### src/rtl/mod_up_down_counter_pkg.sv
// rtl/mod_up_down_counter_pkg.sv - shared constants and step-path encoding for the bounded up/down counter
package mod_up_down_counter_pkg;

  localparam logic DIR_UP    = 1'b0;
  localparam logic DIR_DOWN  = 1'b1;
  localparam logic MODE_WRAP = 1'b0;
  localparam logic MODE_SAT  = 1'b1;

  // Which way an enabled step resolved; everything except HOLD/STEP is a bound event.
  typedef enum logic [2:0] {
    PATH_HOLD    = 3'd0,
    PATH_STEP    = 3'd1,
    PATH_WRAP    = 3'd2,
    PATH_CLAMP   = 3'd3,
    PATH_RECOVER = 3'd4
  } path_e;

  function automatic logic is_bound_event(input path_e p);
    return (p == PATH_WRAP) || (p == PATH_CLAMP) || (p == PATH_RECOVER);
  endfunction

endpackage

### src/rtl/mod_up_down_counter_if.sv
// rtl/mod_up_down_counter_if.sv - control bus carrying step, bound and load settings into the counter
interface mod_up_down_counter_if #(
  parameter int WIDTH = 8
);

  logic             en;
  logic             dir;
  logic             load;
  logic             sat;
  logic [WIDTH-1:0] load_val;
  logic [WIDTH-1:0] lo;
  logic [WIDTH-1:0] hi;
  logic [WIDTH-1:0] step;

  modport master (
    output en, dir, load, sat, load_val, lo, hi, step
  );

  modport slave (
    input en, dir, load, sat, load_val, lo, hi, step
  );

endinterface

### src/rtl/counter_step_calc.sv
// rtl/counter_step_calc.sv - combinational next-count, bound-event and load-clamp computation
module counter_step_calc
  import mod_up_down_counter_pkg::*;
#(
  parameter int WIDTH = 8
) (
  mod_up_down_counter_if.slave  ctl,
  input  logic [WIDTH-1:0]      count_i,
  output logic [WIDTH-1:0]      next_o,
  output path_e                 path_o,
  output logic [WIDTH-1:0]      load_clamped_o,
  output logic                  cfg_err_o
);

  logic [WIDTH:0] cnt_x;
  logic [WIDTH:0] lo_x;
  logic [WIDTH:0] hi_x;
  logic [WIDTH:0] step_x;
  logic [WIDTH:0] sum_x;
  logic [WIDTH:0] floor_x;

  // One extra bit so count+step and lo+step never lose their carry.
  assign cnt_x   = {1'b0, count_i};
  assign lo_x    = {1'b0, ctl.lo};
  assign hi_x    = {1'b0, ctl.hi};
  assign step_x  = {1'b0, ctl.step};
  assign sum_x   = cnt_x + step_x;
  assign floor_x = lo_x + step_x;

  assign cfg_err_o = (ctl.lo > ctl.hi);

  always_comb begin
    next_o = count_i;
    path_o = PATH_HOLD;
    if (ctl.step == '0) begin
      next_o = count_i;
      path_o = PATH_HOLD;
    end else if ((cnt_x < lo_x) || (cnt_x > hi_x)) begin
      next_o = ctl.lo;
      path_o = PATH_RECOVER;
    end else if (ctl.dir == DIR_UP) begin
      if (sum_x <= hi_x) begin
        next_o = sum_x[WIDTH-1:0];
        path_o = PATH_STEP;
      end else if (ctl.sat == MODE_SAT) begin
        next_o = ctl.hi;
        path_o = PATH_CLAMP;
      end else begin
        next_o = ctl.lo;
        path_o = PATH_WRAP;
      end
    end else begin
      if (cnt_x >= floor_x) begin
        next_o = count_i - ctl.step;
        path_o = PATH_STEP;
      end else if (ctl.sat == MODE_SAT) begin
        next_o = ctl.lo;
        path_o = PATH_CLAMP;
      end else begin
        next_o = ctl.hi;
        path_o = PATH_WRAP;
      end
    end
  end

  always_comb begin
    load_clamped_o = ctl.load_val;
    if (ctl.load_val < ctl.lo) begin
      load_clamped_o = ctl.lo;
    end else if (ctl.load_val > ctl.hi) begin
      load_clamped_o = ctl.hi;
    end
  end

endmodule

### src/rtl/mod_up_down_counter.sv
// rtl/mod_up_down_counter.sv - bounded up/down counter with wrap or saturate mode and clamped parallel load
module mod_up_down_counter
  import mod_up_down_counter_pkg::*;
#(
  parameter int               WIDTH   = 8,
  parameter logic [WIDTH-1:0] RST_VAL = '0
) (
  input  logic             clk,
  input  logic             rst,
  input  logic             en,
  input  logic             dir,
  input  logic             load,
  input  logic [WIDTH-1:0] load_val,
  input  logic [WIDTH-1:0] lo,
  input  logic [WIDTH-1:0] hi,
  input  logic [WIDTH-1:0] step,
  input  logic             sat,
  output logic [WIDTH-1:0] count,
  output logic             ovf,
  output logic             cfg_err
);

  mod_up_down_counter_if #(.WIDTH(WIDTH)) ctl_if ();

  assign ctl_if.en       = en;
  assign ctl_if.dir      = dir;
  assign ctl_if.load     = load;
  assign ctl_if.sat      = sat;
  assign ctl_if.load_val = load_val;
  assign ctl_if.lo       = lo;
  assign ctl_if.hi       = hi;
  assign ctl_if.step     = step;

  logic [WIDTH-1:0] count_q, count_d;
  logic             ovf_q, ovf_d;
  logic [WIDTH-1:0] next_count;
  logic [WIDTH-1:0] load_clamped;
  path_e            step_path;
  logic             cfg_err_w;

  counter_step_calc #(.WIDTH(WIDTH)) u_step_calc (
    .ctl            (ctl_if.slave),
    .count_i        (count_q),
    .next_o         (next_count),
    .path_o         (step_path),
    .load_clamped_o (load_clamped),
    .cfg_err_o      (cfg_err_w)
  );

  // A bad bound configuration freezes the counter; load beats an enabled step.
  always_comb begin
    count_d = count_q;
    ovf_d   = 1'b0;
    if (!cfg_err_w) begin
      if (load) begin
        count_d = load_clamped;
      end else if (en) begin
        count_d = next_count;
        ovf_d   = is_bound_event(step_path);
      end
    end
  end

  always_ff @(posedge clk) begin
    if (rst) begin
      count_q <= RST_VAL;
      ovf_q   <= 1'b0;
    end else begin
      count_q <= count_d;
      ovf_q   <= ovf_d;
    end
  end

  assign count   = count_q;
  assign ovf     = ovf_q;
  assign cfg_err = cfg_err_w;

  reset_clears: assert property (@(posedge clk) rst |=> (count == RST_VAL) && !ovf);
  cfg_err_quiet: assert property (@(posedge clk) (cfg_err && !rst) |=> !ovf);

endmodule

### config.mk
export PLATFORM = sky130hd
export DESIGN_NAME = mod_up_down_counter
export DESIGN_NICKNAME = d
export VERILOG_FILES = /design/src/rtl/mod_up_down_counter_pkg.sv /design/src/rtl/mod_up_down_counter_if.sv /design/src/rtl/counter_step_calc.sv /design/src/rtl/mod_up_down_counter.sv
export SDC_FILE = /design/constraint.sdc
export NUM_CORES = 1
export LEC_CHECK = 0
export ABC_AREA = 1
export CORE_MARGIN = 3
export CORE_UTILIZATION = 50
export CTS_CLUSTER_DIAMETER = 150
export CTS_CLUSTER_SIZE = 30
export DETAILED_ROUTE_END_ITERATION = 10
export HOLD_SLACK_MARGIN = 0.03
export PLACE_DENSITY = 0.77
export SLEW_MARGIN = 20
export SYNTH_ARGS = -nofsm -noshare
export SYNTH_HDL_FRONTEND = slang
export SYNTH_SLANG_ARGS = --single-unit
### constraint.sdc
create_clock -name clk -period 4.6 [get_ports clk]
set_input_delay 0.92 -clock clk [delete_from_list [all_inputs] [get_ports clk]]
set_output_delay 0.92 -clock clk [all_outputs]
set_load 0.05 [all_outputs]
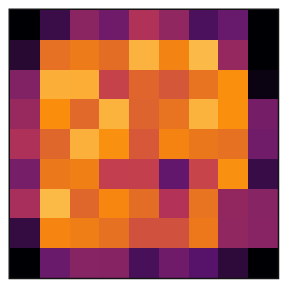
(images/density.png)
Scale: 3 px per um. 9 x 9 tiles, from black (low) to pale yellow (high), 0 to 100% covered.
16% of the tiles are over 75% full. 6.2% of the tiles are nearly empty. The mean over all tiles is 50%.
CORE AREA: 6530 um2
post-layout util: 62.2%

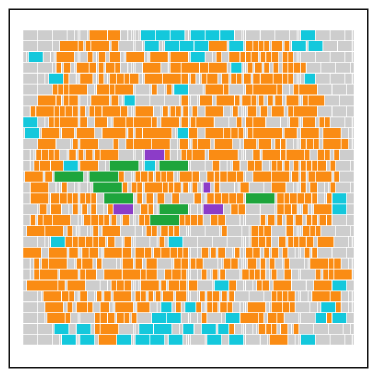
(images/cell_classes.png)
Scale: 4 px per um. Fill, decap, tap and diode cells in gray.
Key: cyan = other buffers and delay cells [cells 56, share of their area 14%]; green = flip-flops [cells 9, share of their area 4.5%]; orange = all other logic [cells 524, share of their area 81%]; purple = clock drivers and dummy loads [cells 4, share of their area 1.2%]
row count: 29
fin area: 4060 um2
flop share of the area: 4.44%

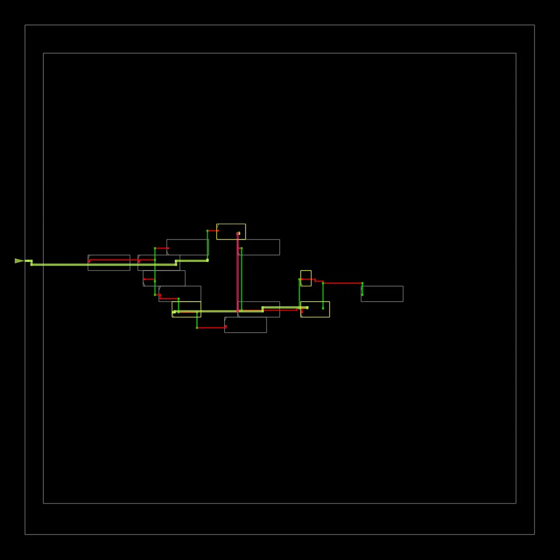
(images/final_clocks.png)
Seq cells: 9
number of CTS-inserted buffers: 3
clock buffers: 3

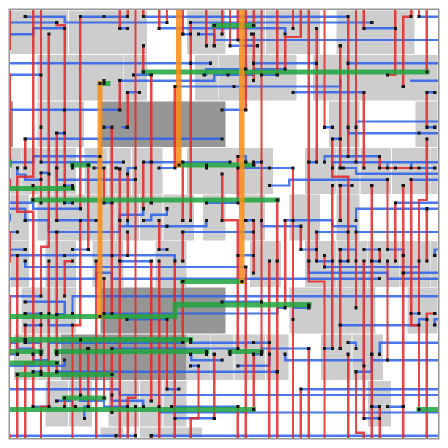
(images/zoom.png)
Region (32, 32) to (57, 57) um. Cells in gray, sequential cells in the stronger gray; small squares are vias.
Key: orange = met4; green = met3; red = met2; blue = met1
Most frequent: nand3_1 (14), nand2_1 (10), inv_1 (9). 65 logic cells have their middle in the window. Netlist names of flops here include `count` (3). Sequential cells in the window: 3.

==> notes.md <==
flow finished, numbers: Switching Power=0.000517 W, register area=180 um2, yosys aoi share=17.1%, Min-Delay Startpoint=count[7]$_SDFFE_PP0P_, Worst Clk Skew=0.00167 ns, Gate Area=2880 um2, Ys Warns=0, Final WS setup=0.364 ns, Yosys Instances=547, post-CTS sizing=0, Worst Hold Path EP=count[7]$_SDFFE_PP0P_, Yosys reg bits=9, P_int=0.000417 W, delay of the slowest critical-path stage=0.56 ns, slowest CP cell=clkdlybuf4s50_1, Post-synth seq share=5.20%, Yosys top cell by area=ha_1, CP Data Required Time=4.74 ns, crit path from=step[0], tap cell count=77, R2R setup slack=1.27 ns, Pwr Total=0.000934 W, Post-Synth XOR/XNOR Area=3.79%, VDD IR max=150 uV, hpwl dp=8890 um, Final GP Congestion=0.981, Final non-clock buffer share=13.3%, GR Util met1=39.1%, Reg power frac=12.1%, clock group total power=0.0000961 W, initial antenna violation count=0, Yosys top cell by instances=nand2_1, Dominant flop cell=dfxtp_1, CTS tree=yes, largest net degree at the start of global routing=32, DRT antenna net count=0, Worst Hold Depth=4, hold_buf cts=0, DRT Wirelength=11000 um, CTS Root Cell=clkbuf_8, HP Class=reg2reg, element type at the critical path start=input pin, WP data arrival=4.38 ns, wire length per cell=16.5 um, Die ar.=7970 um2, Final Hold Fails=0, layout cells sized above 1=8.26%, Post-synth EDFFs=0, inverter count=84, status=completed, Critical Path Stages=21, tool warnings=33, pre-CTS WS=0.0889 ns, R2R cell count=24, clock buffer depth=2, Comb gates=440, Top Usage Layer GRT=met2, Top cell area share=27.8%, Max-Cap Viols=0, highest metal used=met4, postcts setup bufs=0, Least-Margin Pin Slew=0.866 ns, Non-CTS buffers=56, final setup fails=0, Mux area share=0%
Power figures rest on the tool's default switching activity, not on a simulated workload.
